**Placement by cell class**

Scale: 2 px per µm.
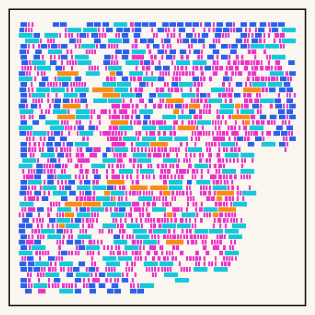
**Wiring by layer**

Scale: 2 px per µm.
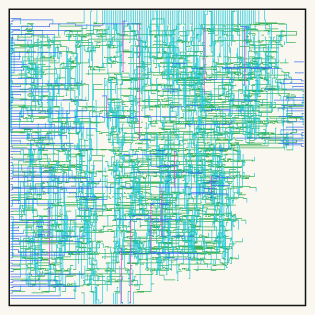
**Placement density heat map**

Scale: 2 px per µm. The die is cut into 15 by 15 equal tiles; black is low, pale yellow is high, 0 to 100% covered.
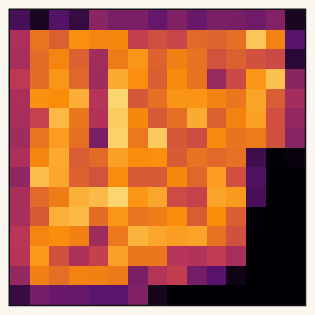
### src/rtl/mist1032sa_mem_pkg.sv
// Shared widths, order encodings, read-tag layout and load extraction for the
// sim-memory access master.
package mist1032sa_mem_pkg;

  localparam int unsigned ADDR_W = 26;
  localparam int unsigned DATA_W = 32;
  localparam int unsigned LINE_W = 64;
  localparam int unsigned MASK_W = 4;
  localparam int unsigned TAG_W  = 3 + 2 + 1;

  localparam logic [1:0] ORDER_BYTE = 2'b00;
  localparam logic [1:0] ORDER_HALF = 2'b01;
  localparam logic [1:0] ORDER_WORD = 2'b10;
  localparam logic [1:0] ORDER_NONE = 2'b11;

  typedef struct packed {
    logic [2:0] addr;
    logic [1:0] order;
    logic       sgn;
  } tag_t;

  // Select the addressed word, then the byte/half lane, then extend to 32 bits.
  function automatic logic [DATA_W-1:0] extract_load(input logic [LINE_W-1:0] line,
                                                     input tag_t tag);
    logic [31:0] word;
    logic [7:0]  byte_v;
    logic [15:0] half_v;
    word = tag.addr[2] ? line[63:32] : line[31:0];
    case (tag.addr[1:0])
      2'b00:   byte_v = word[7:0];
      2'b01:   byte_v = word[15:8];
      2'b10:   byte_v = word[23:16];
      default: byte_v = word[31:24];
    endcase
    half_v = tag.addr[1] ? word[31:16] : word[15:0];
    case (tag.order)
      ORDER_BYTE: extract_load = tag.sgn ? {{24{byte_v[7]}}, byte_v} : {24'h0, byte_v};
      ORDER_HALF: extract_load = tag.sgn ? {{16{half_v[15]}}, half_v} : {16'h0, half_v};
      default:    extract_load = word;
    endcase
  endfunction

endpackage

### src/rtl/mist1032sa_mem_access_master_if.sv
// Core-side and memory-side signal bundle of the access master.
interface mist1032sa_mem_access_master_if;
  import mist1032sa_mem_pkg::*;

  logic              iCORE_REQ;
  logic              oCORE_BUSY;
  logic [1:0]        iCORE_ORDER;
  logic              iCORE_RW;
  logic              iCORE_SIGNED;
  logic [ADDR_W-1:0] iCORE_ADDR;
  logic [DATA_W-1:0] iCORE_DATA;
  logic              oCORE_VALID;
  logic              iCORE_BUSY;
  logic [DATA_W-1:0] oCORE_DATA;
  logic              oMEMORY_REQ;
  logic              iMEMORY_LOCK;
  logic [1:0]        oMEMORY_ORDER;
  logic [MASK_W-1:0] oMEMORY_MASK;
  logic              oMEMORY_RW;
  logic [ADDR_W-1:0] oMEMORY_ADDR;
  logic [DATA_W-1:0] oMEMORY_DATA;
  logic              iMEMORY_VALID;
  logic              oMEMORY_LOCK;
  logic [LINE_W-1:0] iMEMORY_DATA;

  modport master (
    input  iCORE_REQ, iCORE_ORDER, iCORE_RW, iCORE_SIGNED, iCORE_ADDR, iCORE_DATA, iCORE_BUSY,
           iMEMORY_LOCK, iMEMORY_VALID, iMEMORY_DATA,
    output oCORE_BUSY, oCORE_VALID, oCORE_DATA, oMEMORY_REQ, oMEMORY_ORDER, oMEMORY_MASK,
           oMEMORY_RW, oMEMORY_ADDR, oMEMORY_DATA, oMEMORY_LOCK
  );

  modport slave (
    output iCORE_REQ, iCORE_ORDER, iCORE_RW, iCORE_SIGNED, iCORE_ADDR, iCORE_DATA, iCORE_BUSY,
           iMEMORY_LOCK, iMEMORY_VALID, iMEMORY_DATA,
    input  oCORE_BUSY, oCORE_VALID, oCORE_DATA, oMEMORY_REQ, oMEMORY_ORDER, oMEMORY_MASK,
           oMEMORY_RW, oMEMORY_ADDR, oMEMORY_DATA, oMEMORY_LOCK
  );

endinterface

### src/rtl/mist1032sa_mem_tag_fifo.sv
// Read-tag FIFO: one entry per outstanding load, popped as responses return in order.
module mist1032sa_mem_tag_fifo
  import mist1032sa_mem_pkg::*;
#(
  parameter int unsigned P_DEPTH   = 8,
  parameter int unsigned P_DEPTH_N = 3
) (
  input  logic clk,
  input  logic rst_n,
  input  logic push,
  input  tag_t push_data,
  input  logic pop,
  output tag_t pop_data,
  output logic full,
  output logic empty
);

  localparam int unsigned CNT_W = P_DEPTH_N + 1;

  tag_t                 mem_q [P_DEPTH];
  tag_t                 mem_d [P_DEPTH];
  logic [P_DEPTH_N-1:0] wr_ptr_q, wr_ptr_d;
  logic [P_DEPTH_N-1:0] rd_ptr_q, rd_ptr_d;
  logic [CNT_W-1:0]     count_q, count_d;
  logic                 push_ok, pop_ok;

  assign full     = (count_q == CNT_W'(P_DEPTH));
  assign empty    = (count_q == '0);
  assign pop_data = mem_q[rd_ptr_q];

  // A push into a full FIFO is accepted only when a pop frees the slot in the same cycle.
  always_comb begin
    push_ok  = push && (!full || pop);
    pop_ok   = pop && !empty;
    mem_d    = mem_q;
    wr_ptr_d = wr_ptr_q;
    rd_ptr_d = rd_ptr_q;
    if (push_ok) begin
      mem_d[wr_ptr_q] = push_data;
      wr_ptr_d        = wr_ptr_q + P_DEPTH_N'(1);
    end
    if (pop_ok) begin
      rd_ptr_d = rd_ptr_q + P_DEPTH_N'(1);
    end
    count_d = count_q + CNT_W'(push_ok) - CNT_W'(pop_ok);
  end

  always_ff @(posedge clk) begin
    if (!rst_n) begin
      for (int i = 0; i < int'(P_DEPTH); i++) mem_q[i] <= '0;
      wr_ptr_q <= '0;
      rd_ptr_q <= '0;
      count_q  <= '0;
    end else begin
      mem_q    <= mem_d;
      wr_ptr_q <= wr_ptr_d;
      rd_ptr_q <= rd_ptr_d;
      count_q  <= count_d;
    end
  end

endmodule

### src/rtl/mist1032sa_mem_access_master.sv
// Load/store initiator: core requests become masked memory beats; read responses
// are matched to in-order tags, extracted, extended and registered back to the core.
module mist1032sa_mem_access_master
  import mist1032sa_mem_pkg::*;
#(
  parameter int unsigned P_TAG_DEPTH   = 8,
  parameter int unsigned P_TAG_DEPTH_N = 3
) (
  input  logic                           iCLOCK,
  input  logic                           inRESET,
  mist1032sa_mem_access_master_if.master bus,
  output logic                           oERROR
);

  logic              req_vld_q, req_vld_d;
  logic [1:0]        req_order_q, req_order_d;
  logic              req_rw_q, req_rw_d;
  logic              req_sgn_q, req_sgn_d;
  logic [ADDR_W-1:0] req_addr_q, req_addr_d;
  logic [MASK_W-1:0] req_mask_q, req_mask_d;
  logic [DATA_W-1:0] req_data_q, req_data_d;
  logic              res_vld_q, res_vld_d;
  logic [DATA_W-1:0] res_data_q, res_data_d;
  logic              err_q, err_d;

  logic lock_c, resp_fire_c, issue_c, busy_c, accept_c;
  logic tag_push, tag_pop, tag_full, tag_empty;
  tag_t tag_din, tag_dout;

  mist1032sa_mem_tag_fifo #(
    .P_DEPTH   (P_TAG_DEPTH),
    .P_DEPTH_N (P_TAG_DEPTH_N)
  ) u_tag_fifo (
    .clk       (iCLOCK),
    .rst_n     (inRESET),
    .push      (tag_push),
    .push_data (tag_din),
    .pop       (tag_pop),
    .pop_data  (tag_dout),
    .full      (tag_full),
    .empty     (tag_empty)
  );

  always_comb begin
    // Responses offered while the core back-pressures are not taken.
    lock_c      = res_vld_q && bus.iCORE_BUSY;
    resp_fire_c = bus.iMEMORY_VALID && !lock_c;
    tag_pop     = resp_fire_c && !tag_empty;
    issue_c     = req_vld_q && !bus.iMEMORY_LOCK && !(!req_rw_q && tag_full && !tag_pop);
    busy_c      = req_vld_q && !issue_c;
    accept_c    = bus.iCORE_REQ && !busy_c;
    tag_push    = issue_c && !req_rw_q;
    tag_din     = tag_t'{addr: req_addr_q[2:0], order: req_order_q, sgn: req_sgn_q};

    req_vld_d   = req_vld_q && !issue_c;
    req_order_d = req_order_q;
    req_rw_d    = req_rw_q;
    req_sgn_d   = req_sgn_q;
    req_addr_d  = req_addr_q;
    req_mask_d  = req_mask_q;
    req_data_d  = req_data_q;

    // ORDER_NONE is accepted but never enters the stage.
    if (accept_c && bus.iCORE_ORDER != ORDER_NONE) begin
      req_vld_d   = 1'b1;
      req_order_d = bus.iCORE_ORDER;
      req_rw_d    = bus.iCORE_RW;
      req_sgn_d   = bus.iCORE_SIGNED;
      case (bus.iCORE_ORDER)
        ORDER_BYTE: begin
          req_addr_d = bus.iCORE_ADDR;
          req_mask_d = MASK_W'(4'b0001 << bus.iCORE_ADDR[1:0]);
          req_data_d = {4{bus.iCORE_DATA[7:0]}};
        end
        ORDER_HALF: begin
          req_addr_d = {bus.iCORE_ADDR[ADDR_W-1:1], 1'b0};
          req_mask_d = bus.iCORE_ADDR[1] ? 4'b1100 : 4'b0011;
          req_data_d = {2{bus.iCORE_DATA[15:0]}};
        end
        default: begin
          req_addr_d = {bus.iCORE_ADDR[ADDR_W-1:2], 2'b00};
          req_mask_d = 4'b1111;
          req_data_d = bus.iCORE_DATA;
        end
      endcase
    end

    res_vld_d  = res_vld_q && bus.iCORE_BUSY;
    res_data_d = res_data_q;
    if (tag_pop) begin
      res_vld_d  = 1'b1;
      res_data_d = extract_load(bus.iMEMORY_DATA, tag_dout);
    end

    err_d = err_q || (resp_fire_c && tag_empty);
  end

  always_ff @(posedge iCLOCK) begin
    if (!inRESET) begin
      req_vld_q   <= 1'b0;
      req_order_q <= '0;
      req_rw_q    <= 1'b0;
      req_sgn_q   <= 1'b0;
      req_addr_q  <= '0;
      req_mask_q  <= '0;
      req_data_q  <= '0;
      res_vld_q   <= 1'b0;
      res_data_q  <= '0;
      err_q       <= 1'b0;
    end else begin
      req_vld_q   <= req_vld_d;
      req_order_q <= req_order_d;
      req_rw_q    <= req_rw_d;
      req_sgn_q   <= req_sgn_d;
      req_addr_q  <= req_addr_d;
      req_mask_q  <= req_mask_d;
      req_data_q  <= req_data_d;
      res_vld_q   <= res_vld_d;
      res_data_q  <= res_data_d;
      err_q       <= err_d;
    end
  end

  assign bus.oCORE_BUSY    = busy_c;
  assign bus.oCORE_VALID   = res_vld_q;
  assign bus.oCORE_DATA    = res_data_q;
  assign bus.oMEMORY_REQ   = req_vld_q;
  assign bus.oMEMORY_ORDER = req_order_q;
  assign bus.oMEMORY_MASK  = req_mask_q;
  assign bus.oMEMORY_RW    = req_rw_q;
  assign bus.oMEMORY_ADDR  = req_addr_q;
  assign bus.oMEMORY_DATA  = req_data_q;
  assign bus.oMEMORY_LOCK  = lock_c;
  assign oERROR            = err_q;

endmodule

### src/flat_wrapper.sv
// flat-port wrapper written by rule: the top's interface ports become plain ports
module mist1032sa_mem_access_master_flat import mist1032sa_mem_pkg::*;
#(
  parameter int unsigned P_TAG_DEPTH   = 8,
  parameter int unsigned P_TAG_DEPTH_N = 3
)
  (iCLOCK, inRESET, oERROR, bus_iCORE_REQ, bus_iCORE_ORDER, bus_iCORE_RW, bus_iCORE_SIGNED, bus_iCORE_ADDR, bus_iCORE_DATA, bus_iCORE_BUSY, bus_iMEMORY_LOCK, bus_iMEMORY_VALID, bus_iMEMORY_DATA, bus_oCORE_BUSY, bus_oCORE_VALID, bus_oCORE_DATA, bus_oMEMORY_REQ, bus_oMEMORY_ORDER, bus_oMEMORY_MASK, bus_oMEMORY_RW, bus_oMEMORY_ADDR, bus_oMEMORY_DATA, bus_oMEMORY_LOCK);
  mist1032sa_mem_access_master_if bus_i ();
  input  logic iCLOCK;
  input  logic inRESET;
  output logic oERROR;
  input wire logic [$bits(bus_i.iCORE_REQ)-1:0] bus_iCORE_REQ;
  input wire logic [$bits(bus_i.iCORE_ORDER)-1:0] bus_iCORE_ORDER;
  input wire logic [$bits(bus_i.iCORE_RW)-1:0] bus_iCORE_RW;
  input wire logic [$bits(bus_i.iCORE_SIGNED)-1:0] bus_iCORE_SIGNED;
  input wire logic [$bits(bus_i.iCORE_ADDR)-1:0] bus_iCORE_ADDR;
  input wire logic [$bits(bus_i.iCORE_DATA)-1:0] bus_iCORE_DATA;
  input wire logic [$bits(bus_i.iCORE_BUSY)-1:0] bus_iCORE_BUSY;
  input wire logic [$bits(bus_i.iMEMORY_LOCK)-1:0] bus_iMEMORY_LOCK;
  input wire logic [$bits(bus_i.iMEMORY_VALID)-1:0] bus_iMEMORY_VALID;
  input wire logic [$bits(bus_i.iMEMORY_DATA)-1:0] bus_iMEMORY_DATA;
  output wire logic [$bits(bus_i.oCORE_BUSY)-1:0] bus_oCORE_BUSY;
  output wire logic [$bits(bus_i.oCORE_VALID)-1:0] bus_oCORE_VALID;
  output wire logic [$bits(bus_i.oCORE_DATA)-1:0] bus_oCORE_DATA;
  output wire logic [$bits(bus_i.oMEMORY_REQ)-1:0] bus_oMEMORY_REQ;
  output wire logic [$bits(bus_i.oMEMORY_ORDER)-1:0] bus_oMEMORY_ORDER;
  output wire logic [$bits(bus_i.oMEMORY_MASK)-1:0] bus_oMEMORY_MASK;
  output wire logic [$bits(bus_i.oMEMORY_RW)-1:0] bus_oMEMORY_RW;
  output wire logic [$bits(bus_i.oMEMORY_ADDR)-1:0] bus_oMEMORY_ADDR;
  output wire logic [$bits(bus_i.oMEMORY_DATA)-1:0] bus_oMEMORY_DATA;
  output wire logic [$bits(bus_i.oMEMORY_LOCK)-1:0] bus_oMEMORY_LOCK;
  assign bus_i.iCORE_REQ = bus_iCORE_REQ;
  assign bus_i.iCORE_ORDER = bus_iCORE_ORDER;
  assign bus_i.iCORE_RW = bus_iCORE_RW;
  assign bus_i.iCORE_SIGNED = bus_iCORE_SIGNED;
  assign bus_i.iCORE_ADDR = bus_iCORE_ADDR;
  assign bus_i.iCORE_DATA = bus_iCORE_DATA;
  assign bus_i.iCORE_BUSY = bus_iCORE_BUSY;
  assign bus_i.iMEMORY_LOCK = bus_iMEMORY_LOCK;
  assign bus_i.iMEMORY_VALID = bus_iMEMORY_VALID;
  assign bus_i.iMEMORY_DATA = bus_iMEMORY_DATA;
  assign bus_oCORE_BUSY = bus_i.oCORE_BUSY;
  assign bus_oCORE_VALID = bus_i.oCORE_VALID;
  assign bus_oCORE_DATA = bus_i.oCORE_DATA;
  assign bus_oMEMORY_REQ = bus_i.oMEMORY_REQ;
  assign bus_oMEMORY_ORDER = bus_i.oMEMORY_ORDER;
  assign bus_oMEMORY_MASK = bus_i.oMEMORY_MASK;
  assign bus_oMEMORY_RW = bus_i.oMEMORY_RW;
  assign bus_oMEMORY_ADDR = bus_i.oMEMORY_ADDR;
  assign bus_oMEMORY_DATA = bus_i.oMEMORY_DATA;
  assign bus_oMEMORY_LOCK = bus_i.oMEMORY_LOCK;
  mist1032sa_mem_access_master #(.P_TAG_DEPTH(P_TAG_DEPTH), .P_TAG_DEPTH_N(P_TAG_DEPTH_N)) u_core (.iCLOCK(iCLOCK), .inRESET(inRESET), .bus(bus_i), .oERROR(oERROR));
endmodule
### config.mk
export PLATFORM = sky130hd
export DESIGN_NAME = mist1032sa_mem_access_master_flat
export DESIGN_NICKNAME = d
export VERILOG_FILES = /design/src/rtl/mist1032sa_mem_pkg.sv /design/src/rtl/mist1032sa_mem_access_master_if.sv /design/src/rtl/mist1032sa_mem_tag_fifo.sv /design/src/rtl/mist1032sa_mem_access_master.sv /design/src/flat_wrapper.sv
export SDC_FILE = /design/constraint.sdc
export NUM_CORES = 1
export LEC_CHECK = 0
export ABC_AREA = 1
export CAP_MARGIN = 5
export CORE_MARGIN = 4
export CORE_UTILIZATION = 45
export DETAILED_ROUTE_END_ITERATION = 8
export MAX_ROUTING_LAYER = met4
export PLACE_DENSITY = 0.75
export REMOVE_ABC_BUFFERS = 1
export SLEW_MARGIN = 20
export SYNTH_ARGS = -nofsm -noshare
export SYNTH_HDL_FRONTEND = slang
export SYNTH_HIERARCHICAL = 1
export SYNTH_SLANG_ARGS = --single-unit
### constraint.sdc
create_clock -name iCLOCK -period 8.25 [get_ports iCLOCK]
set_input_delay 2.475 -clock iCLOCK [delete_from_list [all_inputs] [get_ports iCLOCK]]
set_output_delay 2.475 -clock iCLOCK [all_outputs]
set_load 0.05 [all_outputs]
==> run notes <==
Flow results follow.

The post-CTS setup buffer count is 0. The data arrival time at the worst-slack endpoint is 4.40 ns. The total DRC errors in the routed layout is 0. As reported, the later end of the worst-skew pair has a clock insertion delay of 0.43 ns. The maximum fanout along the worst path is 10. The simple-gate share of the synthesized area is 35.8%. In the synthesized netlist, mux cells make up less than 1% of the area.

The kind of critical path is in2out. Clock buffers in the final layout number 19. The cell with the largest stage delay on the worst path is sky130_fd_sc_hd__clkdlybuf4s50_1. The worst path required time is 5.78 ns. From the final report, the count of setup violators was given as 0. The final weighted congestion in routability-driven placement is roughly 0.8. Counting the warning lines in the Yosys log gives 6. The floorplan row count is around 50.

TritonCTS built the clock tree. Per the GRT log, the top usage layer is met2. The worst slack at placement is 1.37 ns. In the final layout, the share of cells above drive strength 1 is about 4.5%. The fraction of met1 tracks used by global routing is approximately 28%. OpenSTA lists the critical path endpoint as bus_oCORE_BUSY. The final timing summary puts the cycle share of the worst path at 83.3%. Looking at the reg2reg group, the worst path starts from u_core/u_tag_fifo/rd_ptr_q[0]. The number of vias per cell is approximately 4.8. Setup repair after global routing left no endpoint under its margin. The cell area power density is 279 nW/µm².

The final routed wire length divided by cell count is ~14 µm. The flop and latch count out of synthesis is 159. The number of antenna violations at the first check in global routing is 0. Looking at the clock tree report, the H-tree level count equals 4.

The number of sinks on the clock net is approximately 160. The placed wire-length estimate is around 18000 µm. For the worst flop-to-flop path, the logic depth is 16. The summed standard-cell area reported by yosys is 8740 µm². The design received a total of around 260 well taps at floorplan.

The count of mapped cells out of synthesis is between 1000 and 1500. By count the netlist is led by sky130_fd_sc_hd__nand2_1 (461), sky130_fd_sc_hd__inv_1 (233), sky130_fd_sc_hd__nor2_1 (175), sky130_fd_sc_hd__dfxtp_1 (159), sky130_fd_sc_hd__o21ai_0 (82). Total global-route track usage over all layers is 23.7%.

Yosys mapped a number of flops with a built-in enable equal to 0. According to the timing report, the critical path is launched from bus_iCORE_BUSY. Warnings raised by the tools during the run amount to 26. The clock edge transition at the registers on the reported setup and hold paths is ~0.070 ns.

The end point of the worst hold path is u_core/oERROR. The critical hold path startpoint is u_core/oERROR. The top-level I/O count is 234. The worst setup path is captured at an output port.

The tally of filler cells in the layout is 1791. The signal on the critical path passes through clkdlybuf4s50_1 -> nand2_2 -> nand3_4 -> nand3_2 -> nand2_2 -> nand2_4 -> inv_1 -> clkdlybuf4s50_1. The number of hold buffers added after CTS is 0.

The post-detailed-routing wire length is around 25000 µm. In the layout the tool counted multi-input logic cells amounting to ~940. The run finished with clean final reports.

Entering global routing, the biggest net connects roughly 87 pins. Leaving out the clock tree, the finished layout contains an inverter count of 237. Per the final report, the share of cell area in non-clock buffers is between 20% and 30%. The fraction of cell area in sequential cells is reported as around 27%. The number of buffers outside the clock class in the layout is about 240. Among all stages on the critical path, the maximum delay recorded is 0.82 ns. In this run the tightest slew margin relative to its limit is between 30 and 40%. The multi-input gate share of total cell area is between 30 and 40%.

The accumulated negative setup slack is 0 ns. The slack of the worst reg-to-reg path is between 4 and 5 ns. Global routing used under 10% of the available met3 tracks. According to the floorplan report, the die width is 147 µm.

The number of resized instances in the post-cts repair step is 0. Of all the cell area in the finished design, the clock network holds around 5.2%. The design draws around 3.3 mW.

Of the total synthesized cell area, the portion taken by AND-OR and OR-AND cells is a little over a tenth. The worst-case IR drop observed on VDD is between 0.15 and 0.2 mV. For this design the static power due to leakage is between 5 and 6 nW.

For reference, the top cells by area after synthesis are sky130_fd_sc_hd__dfxtp_1 (36%), sky130_fd_sc_hd__nand2_1 (20%), sky130_fd_sc_hd__inv_1 (10%). The number of diodes is 0. In the final report, the number of hold violations comes to 0.

The number of vias in the routed layout is a little under 9000. The combinational family with the most area after synthesis is simple AND/OR/NAND/NOR gates. The floorplan utilization is about 46%. The footprint of the flip-flops and latches is 3180 µm².

The share of synthesized area in the top cell type comes to 36.4%. The top achievable clock speed is about 150 MHz. Per the CTS log, the buffer count on the longest clock path is 2.

The global route stage reports its total congestion overflow as 0. The detail route stage leaves a number of antenna-violating nets equal to 0.
## Picture notes: 'placement by cell class'
[cyan] flops | cells: 159 | share of their area: 28%
[magenta] combinational and other logic | cells: 1176 | share of their area: 46%
[blue] other buffers and delay cells | cells: 240 | share of their area: 21%
[orange] clock drivers and dummy loads | cells: 32 | share of their area: 5.3%

## Picture notes: 'wiring by layer'
[magenta] metal 4 | wire length: 326 µm
[blue] metal 3 | wire length: 2330 µm
[cyan] metal 2 | wire length: 12000 µm
[green] metal 1 | wire length: 10800 µm

## Picture notes: 'placement density heat map'
mean over tiles: 52%
densest ninth of the die: middle
nearly empty tiles: 11%
tiles over 75% full: 21%

cells in the final DEF, fill, tap and decap left out, drive strengths merged, types with 16 or more instances in the layout:
master	n
clkdlybuf4s50	232
nand3	30
nor2	180
clkbuf	19
o21ai	86
nand4	62
a21oi	54
inv	243
dfxtp	159
o21bai	16
nand2	465
routing by layer:
metal / part of all wire (%) / vias to the layer above
li1: - / 4686
met1: 42 / 3890
met2: 47 / 281
met3: 9.1 / 24
met4: 1.3 / 0
met5: 0 / -
metrics by stage:
| stage | instances | hold slack [ns] |
|---|---|---|
| after floorplan | 1335 | 0.483 |
| after global placement | 1835 | 0.437 |
| after detailed placement | 1835 | 0.444 |
| after CTS | 1867 | 0.454 |
| after global routing | 1867 | 0.479 |
| final | 1867 | 0.452 |
worst max-delay path, delay by kind of cell:
| kind | cells | cell delay (ns) |
|---|---|---|
| buf+inv | 3 | 1.38 |
| simple gates | 5 | 0.53 |
sequential cells by signal, summed over array words and instances, names as in the netlist:
name / count
u_core/u_tag_fifo/mem_q: 48
u_core/bus.oMEMORY_RW: 1
u_core/bus.oMEMORY_ADDR: 26
u_core/oERROR: 1
u_core/bus.oMEMORY_REQ: 1
u_core/bus.oMEMORY_MASK: 4
u_core/bus.oMEMORY_ORDER: 2
u_core/u_tag_fifo/rd_ptr_q: 3
u_core/u_tag_fifo/count_q: 4
u_core/u_tag_fifo/wr_ptr_q: 3
u_core/bus.oCORE_VALID: 1
u_core/req_sgn_q: 1
u_core/bus.oMEMORY_DATA: 32
u_core/bus.oCORE_DATA: 32
where the power goes:
| part | switching, mW | internal [mW] |
|---|---|---|
| combinational | 1.02 | 0.478 |
| clock | 0.348 | 0.466 |
| sequential | 0.0727 | 0.876 |
| total | 1.44 | 1.82 |
Power figures rest on the tool's default switching activity, not on a simulated workload.
